Fig. 1: cell area per tile
(1 px per µm) 26 x 27 tiles, from white (low) to dark blue (high), 0 to 100% covered.
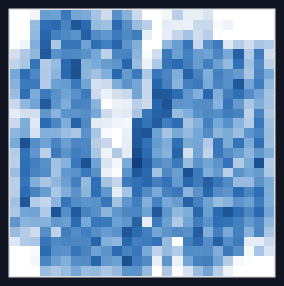
Fig. 2: power grid
(2 px per µm) Pins as bars on the die edge.
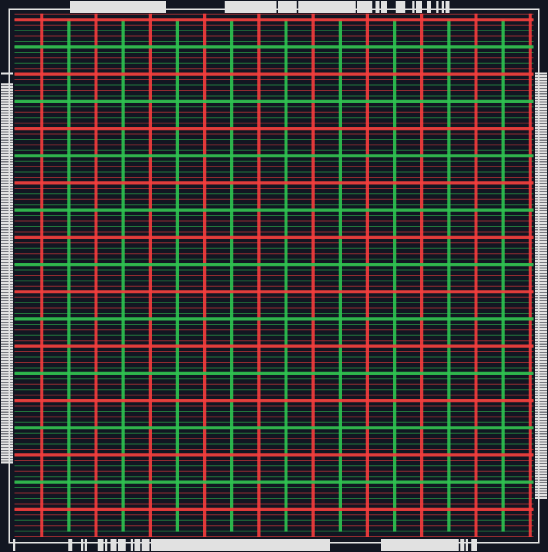
Fig. 3: the metal 4 layer
(1.5 px per µm)
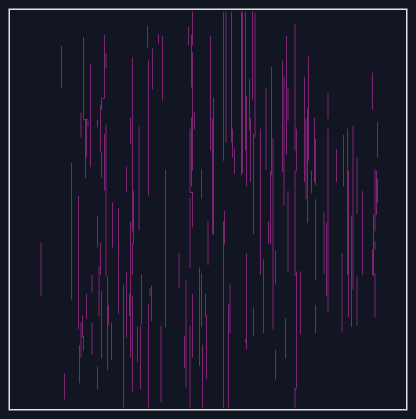
Fig. 4: routed clock nets over the placement
(2 px per µm)
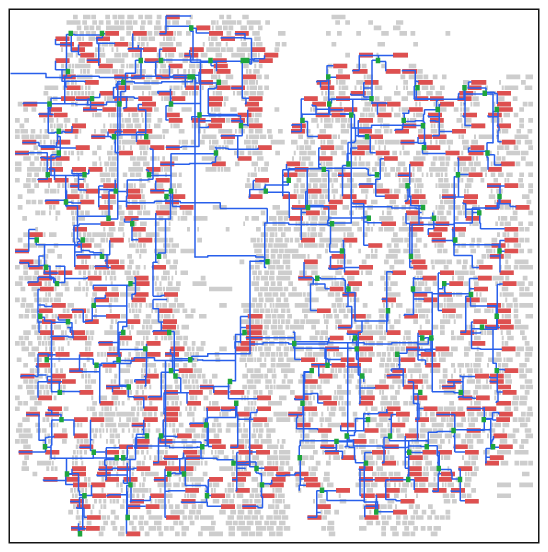
Fig. 5: routing congestion map
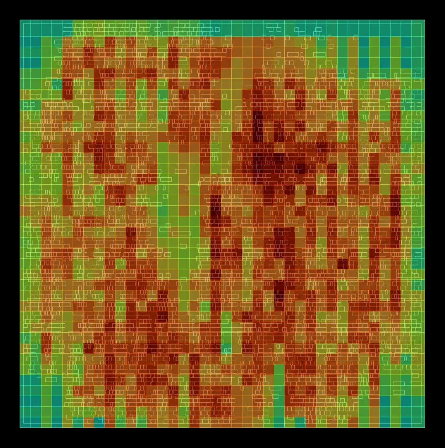
--- config.mk ---
export PLATFORM = sky130hd
export DESIGN_NAME = ahb_regbank_slave
export DESIGN_NICKNAME = d
export VERILOG_FILES = /design/src/rtl/ahb_regbank_slave.sv
export SDC_FILE = /design/constraint.sdc
export NUM_CORES = 1
export LEC_CHECK = 0
export CORE_AREA = 2 2 262 264
export CTS_BUF_LIST = sky130_fd_sc_hd__clkbuf_2
export CTS_CLUSTER_SIZE = 12
export DETAILED_ROUTE_END_ITERATION = 10
export DIE_AREA = 0 0 264 266
export PLACE_DENSITY = 0.63
export SKIP_LAST_GASP = 1
export SYNTH_ARGS = -nofsm -noshare
export SYNTH_HDL_FRONTEND = slang
export SYNTH_SLANG_ARGS = --single-unit
--- constraint.sdc ---
create_clock -name hclk -period 2.86 [get_ports hclk]
set_clock_uncertainty 0.05 [all_clocks]
set_input_delay 0.572 -clock hclk [delete_from_list [all_inputs] [get_ports hclk]]
set_output_delay 0.572 -clock hclk [all_outputs]
set_load 0.1 [all_outputs]
--- src/rtl/ahb_regbank_slave.sv ---
// AHB-Lite slave exposing a parametrised bank of 32-bit registers.
// Supports byte/halfword/word writes, pipelined back-to-back transfers,
// programmable wait states and the two-cycle ERROR response. Register
// contents and per-register write strobes are exported flat to the core.
module ahb_regbank_slave #(
    parameter int                     ADDR_WIDTH   = 12,
    parameter int                     NUM_REGS     = 16,
    parameter int                     WAIT_STATES  = 0,
    parameter logic [NUM_REGS*32-1:0] RESET_VALUES = {(NUM_REGS*32){1'b0}},
    parameter logic [NUM_REGS*32-1:0] RO_MASK      = {(NUM_REGS*32){1'b0}}
) (
    input  logic                     hclk,
    input  logic                     hreset,
    input  logic                     hsel,
    input  logic [ADDR_WIDTH-1:0]    haddr,
    input  logic [1:0]               htrans,
    input  logic                     hwrite,
    input  logic [2:0]               hsize,
    input  logic                     hready,
    input  logic [31:0]              hwdata,
    output logic                     hreadyout,
    output logic                     hresp,
    output logic [31:0]              hrdata,
    output logic [NUM_REGS*32-1:0]   regs_q,
    output logic [NUM_REGS-1:0]      wr_pulse
);

    typedef enum logic [2:0] {
        ST_IDLE = 3'd0,
        ST_WAIT = 3'd1,
        ST_DATA = 3'd2,
        ST_ERR1 = 3'd3,
        ST_ERR2 = 3'd4
    } state_t;

    // Counter preload so that the WAIT state lasts exactly WAIT_STATES cycles.
    localparam logic [2:0] WAIT_LOAD = (WAIT_STATES > 0) ? 3'(WAIT_STATES - 1) : 3'd0;

    // Little-endian lane enables expanded to a 32-bit bit mask.
    function automatic logic [31:0] lane_mask_f(input logic [2:0] size, input logic [1:0] offs);
        logic [3:0]  lanes;
        logic [31:0] mask;
        case (size)
            3'b000:  lanes = 4'b0001 << offs;
            3'b001:  lanes = 4'b0011 << offs;
            3'b010:  lanes = 4'b1111;
            default: lanes = 4'b0000;
        endcase
        for (int i = 0; i < 4; i++) begin
            mask[i*8 +: 8] = {8{lanes[i]}};
        end
        return mask;
    endfunction

    state_t                   state_r;
    state_t                   state_nxt_s;
    logic [2:0]               wait_cnt_r;
    logic [2:0]               wait_cnt_nxt_s;
    logic                     capture_s;
    logic                     accept_s;
    logic                     addr_err_s;
    logic [5:0]               idx_r;
    logic [1:0]               offs_r;
    logic [2:0]               size_r;
    logic                     write_r;
    logic [NUM_REGS*32-1:0]   regs_r;
    logic [NUM_REGS-1:0]      wr_pulse_r;
    logic                     hreadyout_r;
    logic                     hresp_r;
    logic [31:0]              sel_word_s;
    logic [31:0]              hrdata_s;
    logic [31:0]              lane_mask_s;
    logic                     commit_s;
    logic                     unused_s;

    // htrans[0] only separates NONSEQ from SEQ, which are handled identically.
    assign unused_s = htrans[0];

    assign accept_s = hsel & hready & htrans[1];

    // Out-of-range, upper-address, oversize and misaligned accesses all error.
    assign addr_err_s = ({1'b0, haddr[7:2]} >= 7'(NUM_REGS))
                     || ((haddr >> 4'd8) != {ADDR_WIDTH{1'b0}})
                     || (hsize > 3'b010)
                     || ((hsize == 3'b001) && haddr[0])
                     || ((hsize == 3'b010) && (haddr[1:0] != 2'b00));

    // Next-state and wait-counter logic for the transfer sequencer.
    always_comb begin
        state_nxt_s    = state_r;
        wait_cnt_nxt_s = wait_cnt_r;
        capture_s      = 1'b0;
        case (state_r)
            ST_IDLE, ST_DATA, ST_ERR2: begin
                if (accept_s) begin
                    capture_s = 1'b1;
                    if (addr_err_s) begin
                        state_nxt_s = ST_ERR1;
                    end else if (WAIT_STATES > 0) begin
                        state_nxt_s    = ST_WAIT;
                        wait_cnt_nxt_s = WAIT_LOAD;
                    end else begin
                        state_nxt_s = ST_DATA;
                    end
                end else begin
                    state_nxt_s = ST_IDLE;
                end
            end
            ST_WAIT: begin
                if (wait_cnt_r == 3'd0) begin
                    state_nxt_s = ST_DATA;
                end else begin
                    wait_cnt_nxt_s = wait_cnt_r - 3'd1;
                end
            end
            ST_ERR1: begin
                state_nxt_s = ST_ERR2;
            end
            default: begin
                state_nxt_s = ST_IDLE;
            end
        endcase
    end

    // Sequencer state, wait counter and registered handshake outputs.
    always_ff @(posedge hclk) begin
        if (hreset) begin
            state_r     <= ST_IDLE;
            wait_cnt_r  <= 3'd0;
            hreadyout_r <= 1'b1;
            hresp_r     <= 1'b0;
        end else begin
            state_r     <= state_nxt_s;
            wait_cnt_r  <= wait_cnt_nxt_s;
            hreadyout_r <= (state_nxt_s != ST_WAIT) && (state_nxt_s != ST_ERR1);
            hresp_r     <= (state_nxt_s == ST_ERR1) || (state_nxt_s == ST_ERR2);
        end
    end

    // Address-phase capture of the accepted transfer.
    always_ff @(posedge hclk) begin
        if (hreset) begin
            idx_r   <= 6'd0;
            offs_r  <= 2'd0;
            size_r  <= 3'd0;
            write_r <= 1'b0;
        end else if (capture_s) begin
            idx_r   <= haddr[7:2];
            offs_r  <= haddr[1:0];
            size_r  <= hsize;
            write_r <= hwrite;
        end else begin
            idx_r   <= idx_r;
            offs_r  <= offs_r;
            size_r  <= size_r;
            write_r <= write_r;
        end
    end

    assign lane_mask_s = lane_mask_f(size_r, offs_r);
    assign commit_s    = (state_r == ST_DATA) && write_r;

    // Register bank update with lane and read-only masking, plus write strobes.
    always_ff @(posedge hclk) begin
        if (hreset) begin
            regs_r     <= RESET_VALUES;
            wr_pulse_r <= {NUM_REGS{1'b0}};
        end else begin
            wr_pulse_r <= {NUM_REGS{1'b0}};
            for (int i = 0; i < NUM_REGS; i++) begin
                if (commit_s && (idx_r == 6'(i))) begin
                    regs_r[i*32 +: 32] <= (regs_r[i*32 +: 32] & ~(lane_mask_s & ~RO_MASK[i*32 +: 32]))
                                        | (hwdata & lane_mask_s & ~RO_MASK[i*32 +: 32]);
                    wr_pulse_r[i]      <= 1'b1;
                end else begin
                    regs_r[i*32 +: 32] <= regs_r[i*32 +: 32];
                end
            end
        end
    end

    // Select the register addressed by the captured index.
    always_comb begin
        sel_word_s = 32'h0000_0000;
        for (int i = 0; i < NUM_REGS; i++) begin
            if (idx_r == 6'(i)) begin
                sel_word_s = regs_r[i*32 +: 32];
            end else begin
                sel_word_s = sel_word_s;
            end
        end
    end

    // Read data is driven only during the completing cycle of a read.
    always_comb begin
        hrdata_s = 32'h0000_0000;
        if ((state_r == ST_DATA) && !write_r) begin
            hrdata_s = sel_word_s;
        end else begin
            hrdata_s = 32'h0000_0000;
        end
    end

    assign hreadyout = hreadyout_r;
    assign hresp     = hresp_r;
    assign hrdata    = hrdata_s;
    assign regs_q    = regs_r;
    assign wr_pulse  = wr_pulse_r;

endmodule

==> results.tsv <==
metric	value	unit
Async SR Flop Fraction	0	%
residual antenna-violating net count after detailed routing	0	
Seq group	7.64	mW
pwr/cell area	408	nW/µm²
Final Max Slew Viols	0	
mean post-synth cell area	9.25	µm²
FF+latch area	11000	µm²
VDD IR max	0.315	mV
largest net degree at the start of global routing	95	
first-pass GRT wire length	182000	µm
top cells by count, synth	548 x dfxtp_1, 461 x nor2_1, 406 x mux2i_1	
DRC	0	
crit-path cells	buf_6 -> or3_4 -> nor2_4 -> buf_6 -> a22oi_2 -> o211ai_1 -> o221ai_2 -> a311oi_4 -> buf_12	
outcome	finished with violations	
clock sink count	548	
yosys stat chip area	24100	µm²
Hold Crit Class	input pin to register	
Setup Buffers After CTS	34	
Commonest Layout Cell	buf_4	
main flop type after synthesis	dfxtp_1	
Nets	3548	
Max Cap Violations	0	
grt total ovfl	0	
Hold Slack	0.208	ns
Power, Total	14.4	mW
CTS tree	built	
final setup fails	32	
Slew Limit Headroom	34.6	%
most frequent cells in the layout	662 x buf_4, 518 x dfxtp_1, 457 x nor2_1	
min-delay src	hwdata[28]	
post-synthesis adder-cell area fraction	0.104	%
Synthesized Nets	2660	
final hold violation count	0	
Setup WS post-layout	-1.50	ns
RSZ-0062 raised after global routing	true	
violated checks	negative setup slack	
most instantiated library cell after synthesis	dfxtp_1	
Multiplexer share	17.7	%
post-synth cell types	77	
Pint	10.2	mW
R2R Setup Slk	0.09	ns
About Fig. 1:
- mean over tiles: 49%
- nearly empty tiles: 7.1%
- tiles over 75% full: 11%
- emptiest ninth of the die: north-east
fin util: 52.1%
core area: 67700 µm²

About Fig. 2:
- green: VDD
- red: VSS
- signal pins: 616
- met4 straps: 19
- met1 rails: 97
- met5 straps: 19
- rows: 96

About Fig. 3:
- main direction: vertical
- wire length on this layer: 7250 µm
aggregate routed wire length: 129000 µm
routed via count: 25900

About Fig. 4:
- blue: clock wires (length 8240 µm)
- green: cells driving clock nets (count 149)
- red: flip-flops (count 548)
- flops lie: all over the die

About Fig. 5:
drt wl/cell: 28.8 µm
gr busiest metal: met2
met1 Use GR: 41.6%
GRT met2 Usage: 60.1%
M3 GR Usage: 8.12%

## final cells by class
class | count | share of cell area (%)
Timing Repair Buffer | 937 | 24.7
Clock inverter | 43 | 0.723
Antenna cell | 4 | 0.0284
Clock buffer | 215 | 3.05
Sequential cell | 548 | 31.2
Tap cell | 882 | 3.13
Multi-Input combinational cell | 1851 | 37.1
Inverter | 5 | 0.0532
## metal layers
layer | track usage (%) | vias to the layer above | part of all wire (%)
met1 | 41.6 | 12800 | 37
met4 | 19.7 | 0 | 5.6
met5 | 0 | - | 0
li1 | - | 11100 | -
met3 | 8.12 | 329 | 8.8
met2 | 60.1 | 1572 | 48
## worst reg2reg max path, delay by kind of cell (launching register included)
kind          cells  cell delay, ns
mux               1            0.23
simple gates      3            0.96
buf+inv           3            1.09
flops             1            0.33
Power figures rest on the tool's default switching activity, not on a simulated workload.
